Fig. 1: cells colored by class
Drawn at 2 px/um. Fill, decap, tap and diode cells in gray.
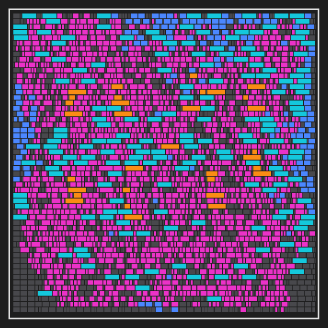
Fig. 2: clock wiring as the flow saved it
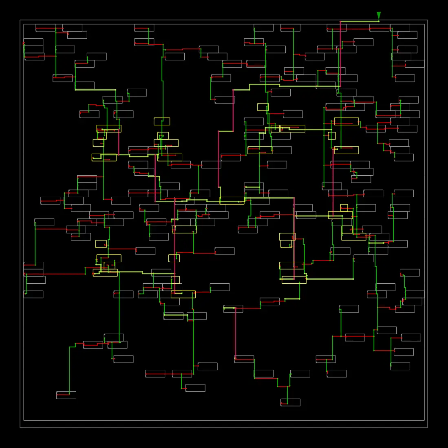
Fig. 3: the metal 2 layer
Drawn at 2 px/um.
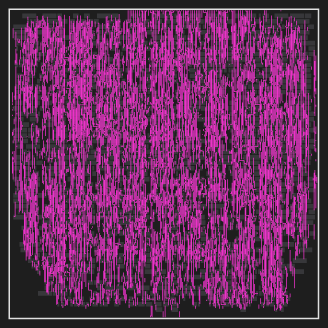
Fig. 4: clock network drawn from the DEF
Drawn at 4 px/um.
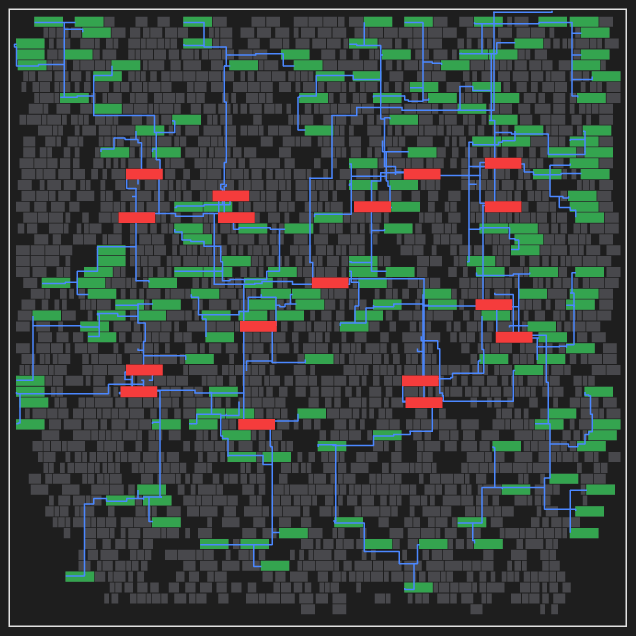
**src/rtl/execute_muldiv.sv**
```systemverilog
// Iterative multiply/divide unit owning the HI/LO registers: one product or quotient
// bit per cycle, followed by a single sign-fixup cycle that commits HI/LO.
module execute_muldiv #(
  parameter int WIDTH = 32,
  parameter int CNT_W = $clog2(WIDTH) + 1
) (
  input  logic             clk_i,
  input  logic             rst_i,
  input  logic             start_i,
  input  logic [2:0]       op_i,
  input  logic [WIDTH-1:0] a_i,
  input  logic [WIDTH-1:0] b_i,
  input  logic             flush_i,
  output logic             busy_o,
  output logic             done_o,
  output logic [WIDTH-1:0] hi_o,
  output logic [WIDTH-1:0] lo_o
);

  typedef enum logic [1:0] {IDLE, CALC, FIX} state_t;

  state_t             state_q, state_d;
  logic [CNT_W-1:0]   cnt_q, cnt_d;
  logic [2*WIDTH-1:0] acc_q, acc_d;
  logic [WIDTH-1:0]   mcand_q, mcand_d;
  logic               isDiv_q, isDiv_d;
  logic               negLo_q, negLo_d;
  logic               negHi_q, negHi_d;
  logic               divZero_q, divZero_d;
  logic [WIDTH-1:0]   hi_q, hi_d;
  logic [WIDTH-1:0]   lo_q, lo_d;
  logic               done_q, done_d;

  logic               isSigned;
  logic [WIDTH-1:0]   absA, absB;
  logic [WIDTH:0]     mulSum, divShift, divDiff;
  logic [2*WIDTH-1:0] mulNext, divNext, prodFix;
  logic [WIDTH-1:0]   quotFix, remFix;

  // acc_q upper half is the partial product / partial remainder, lower half the
  // multiplier being shifted out or the dividend being shifted into quotient bits.
  always_comb begin
    isSigned = (op_i == 3'd0) || (op_i == 3'd2);
    absA     = (isSigned && a_i[WIDTH-1]) ? -a_i : a_i;
    absB     = (isSigned && b_i[WIDTH-1]) ? -b_i : b_i;

    mulSum   = {1'b0, acc_q[2*WIDTH-1:WIDTH]} + (acc_q[0] ? {1'b0, mcand_q} : {(WIDTH+1){1'b0}});
    mulNext  = {mulSum, acc_q[WIDTH-1:1]};

    divShift = {acc_q[2*WIDTH-1:WIDTH], acc_q[WIDTH-1]};
    divDiff  = divShift - {1'b0, mcand_q};
    divNext  = divDiff[WIDTH] ? {divShift[WIDTH-1:0], acc_q[WIDTH-2:0], 1'b0}
                              : {divDiff[WIDTH-1:0], acc_q[WIDTH-2:0], 1'b1};

    prodFix  = negLo_q ? -acc_q : acc_q;
    quotFix  = negLo_q ? -acc_q[WIDTH-1:0] : acc_q[WIDTH-1:0];
    remFix   = negHi_q ? -acc_q[2*WIDTH-1:WIDTH] : acc_q[2*WIDTH-1:WIDTH];
  end

  // Next-state logic; flush beats start, and a flushed operation never commits.
  always_comb begin
    state_d   = state_q;
    cnt_d     = cnt_q;
    acc_d     = acc_q;
    mcand_d   = mcand_q;
    isDiv_d   = isDiv_q;
    negLo_d   = negLo_q;
    negHi_d   = negHi_q;
    divZero_d = divZero_q;
    hi_d      = hi_q;
    lo_d      = lo_q;
    done_d    = 1'b0;

    case (state_q)
      IDLE: begin
        if (start_i && !flush_i) begin
          case (op_i)
            3'd0, 3'd1, 3'd2, 3'd3: begin
              isDiv_d   = op_i[1];
              acc_d     = {{WIDTH{1'b0}}, (op_i[1] ? absA : absB)};
              mcand_d   = op_i[1] ? absB : absA;
              negLo_d   = isSigned && (a_i[WIDTH-1] ^ b_i[WIDTH-1]);
              negHi_d   = isSigned && a_i[WIDTH-1];
              divZero_d = op_i[1] && (b_i == '0);
              cnt_d     = CNT_W'(WIDTH);
              state_d   = CALC;
            end
            3'd4:    hi_d = a_i;
            3'd5:    lo_d = a_i;
            default: ;
          endcase
        end
      end
      CALC: begin
        if (flush_i) begin
          state_d = IDLE;
        end else begin
          acc_d = isDiv_q ? divNext : mulNext;
          cnt_d = cnt_q - CNT_W'(1);
          if (cnt_q == CNT_W'(1)) state_d = FIX;
        end
      end
      FIX: begin
        state_d = IDLE;
        if (!flush_i) begin
          // Divide by zero yields an all-ones quotient; the remainder path already returns a_i.
          hi_d   = isDiv_q ? remFix : prodFix[2*WIDTH-1:WIDTH];
          lo_d   = isDiv_q ? (divZero_q ? {WIDTH{1'b1}} : quotFix) : prodFix[WIDTH-1:0];
          done_d = 1'b1;
        end
      end
      default: state_d = IDLE;
    endcase
  end

  always_ff @(posedge clk_i) begin
    if (!rst_i) begin
      state_q   <= IDLE;
      cnt_q     <= '0;
      acc_q     <= '0;
      mcand_q   <= '0;
      isDiv_q   <= 1'b0;
      negLo_q   <= 1'b0;
      negHi_q   <= 1'b0;
      divZero_q <= 1'b0;
      hi_q      <= '0;
      lo_q      <= '0;
      done_q    <= 1'b0;
    end else begin
      state_q   <= state_d;
      cnt_q     <= cnt_d;
      acc_q     <= acc_d;
      mcand_q   <= mcand_d;
      isDiv_q   <= isDiv_d;
      negLo_q   <= negLo_d;
      negHi_q   <= negHi_d;
      divZero_q <= divZero_d;
      hi_q      <= hi_d;
      lo_q      <= lo_d;
      done_q    <= done_d;
    end
  end

  assign busy_o = (state_q != IDLE);
  assign done_o = done_q;
  assign hi_o   = hi_q;
  assign lo_o   = lo_q;

endmodule

```
**config.mk**
```make
export PLATFORM = sky130hd
export DESIGN_NAME = execute_muldiv
export DESIGN_NICKNAME = d
export VERILOG_FILES = /design/src/rtl/execute_muldiv.sv
export SDC_FILE = /design/constraint.sdc
export NUM_CORES = 1
export LEC_CHECK = 0
export ABC_CLOCK_PERIOD_IN_PS = 8900
export CORE_UTILIZATION = 64
export CTS_CLUSTER_DIAMETER = 150
export DETAILED_ROUTE_END_ITERATION = 7
export MAX_ROUTING_LAYER = met4
export PLACE_DENSITY = 0.95
export SYNTH_ARGS = -nofsm -noshare
export SYNTH_HDL_FRONTEND = slang
export SYNTH_SLANG_ARGS = --single-unit
export TNS_END_PERCENT = 100
```
**constraint.sdc**
```tcl
create_clock -name clk_i -period 8.9 [get_ports clk_i]
set_input_delay 2.67 -clock clk_i [delete_from_list [all_inputs] [get_ports clk_i]]
set_output_delay 2.67 -clock clk_i [all_outputs]
set_load 0.03 [all_outputs]
```
==> results.sh <==
# implementation run metrics
export IMPL_status="finished clean"
export IMPL_nNonClkBuffers=157
export IMPL_cts_resized=0
export IMPL_critPathLaunch="b_i[7]"
export IMPL_place_hpwl_um=39620
export IMPL_whs_ns=0.4521
export IMPL_logic_area_sq_mm=0.01043
export IMPL_top_area_frac=0.2345
export IMPL_seq_power_uw=829
export IMPL_top_usage_layer="met2"
export IMPL_gp_congestion=1.002
export IMPL_nWellTaps=285
export IMPL_p_comb_uw=528
export IMPL_r2r_cells=13
export IMPL_met3_usage=0.09245
export IMPL_worst_hold_path_num_cells=2
export IMPL_drv_cap=0
export IMPL_p_comb_frac=0.247
export IMPL_wl_per_cell_um=22.65
export IMPL_yosys_warnings=0
export IMPL_power_uw=2134
export IMPL_final_max_slew_viol_count=0
export IMPL_holdCritPathClass="reg2reg"
export IMPL_htreeDepth=4
export IMPL_seq_share=0.2085
export IMPL_dr_wl_met2_um=22830
export IMPL_grt_setup_unrepaired="no"
export IMPL_viasPerCell=6.951
export IMPL_final_cells=2372
export IMPL_crit_fanout=6
export IMPL_cpPeakStageDelay_ns=0.78
export IMPL_yosys_stat_seqShare=0.2345
export IMPL_post_cts_buffers=0
export IMPL_place_port_buffers=136
export IMPL_logic_family="AND-OR/OR-AND gates"
export IMPL_swShare=0.3534
export IMPL_routed_wirelength_um=53730
export IMPL_cpMostUsedCell="or4_1"
export IMPL_drt_iter0_drc=2333
export IMPL_synthFlopType="dfxtp_1"
export IMPL_reg2reg_to="acc_q[61]"
export IMPL_core_area_sq_mm=0.02264
export IMPL_max_slew_margin=0.2054
export IMPL_synthArstFlopShare=0
export IMPL_met1_usage=0.5962
export IMPL_hold_buffers=0
## Picture notes: Fig. 1
[magenta] combinational and other logic | cells: 1723
[cyan] flops | cells: 173
[orange] clock drivers and dummy loads | cells: 32
[blue] other buffers and delay cells | cells: 157

## Picture notes: Fig. 2
Num Clock Sinks: 173
Seq Cell Count: 173
Clk. pwr: 777 uW
skew final: 0.01367 ns
CTS Buf Count: 17

## Picture notes: Fig. 3
main direction: vertical
nets with wire on the layer: 1891
share of all routed wire: 42%
wire length on this layer: 22.8 mm
longest straight run: 67.8 um

## Picture notes: Fig. 4
[green] flip-flops | count: 173
[red] clock drivers | count: 17
[blue] clock wires | length: 2400 um
routed clock nets: 18

-- layout by cell type, fill, tap and decap left out, types with 14 or more instances in the layout --
cell type          n
nand4_1           14
a21o_1            36
o221ai_1          28
inv_1             69
o31ai_1           33
nor2_1           224
a21oi_1          201
nand3_1           43
dfxtp_1          172
buf_4             21
a22oi_1           17
ha_1              70
xnor2_1          102
mux2i_1           64
nand2_1          221
o211ai_1          32
nor3_1            53
xor2_1            71
a211oi_1          26
clkbuf_16         17
o41ai_1           14
o21ai_0          160
clkdlybuf4s50_1  135
-- registers in the layout, summed over array words and instances, names as in the netlist, 2 cells and up --
signal / flops
mcand_q: 32
acc_q: 64
state_q: 2
lo_o: 32
hi_o: 32
cnt_q: 6
Power and IR drop assume default switching activity.
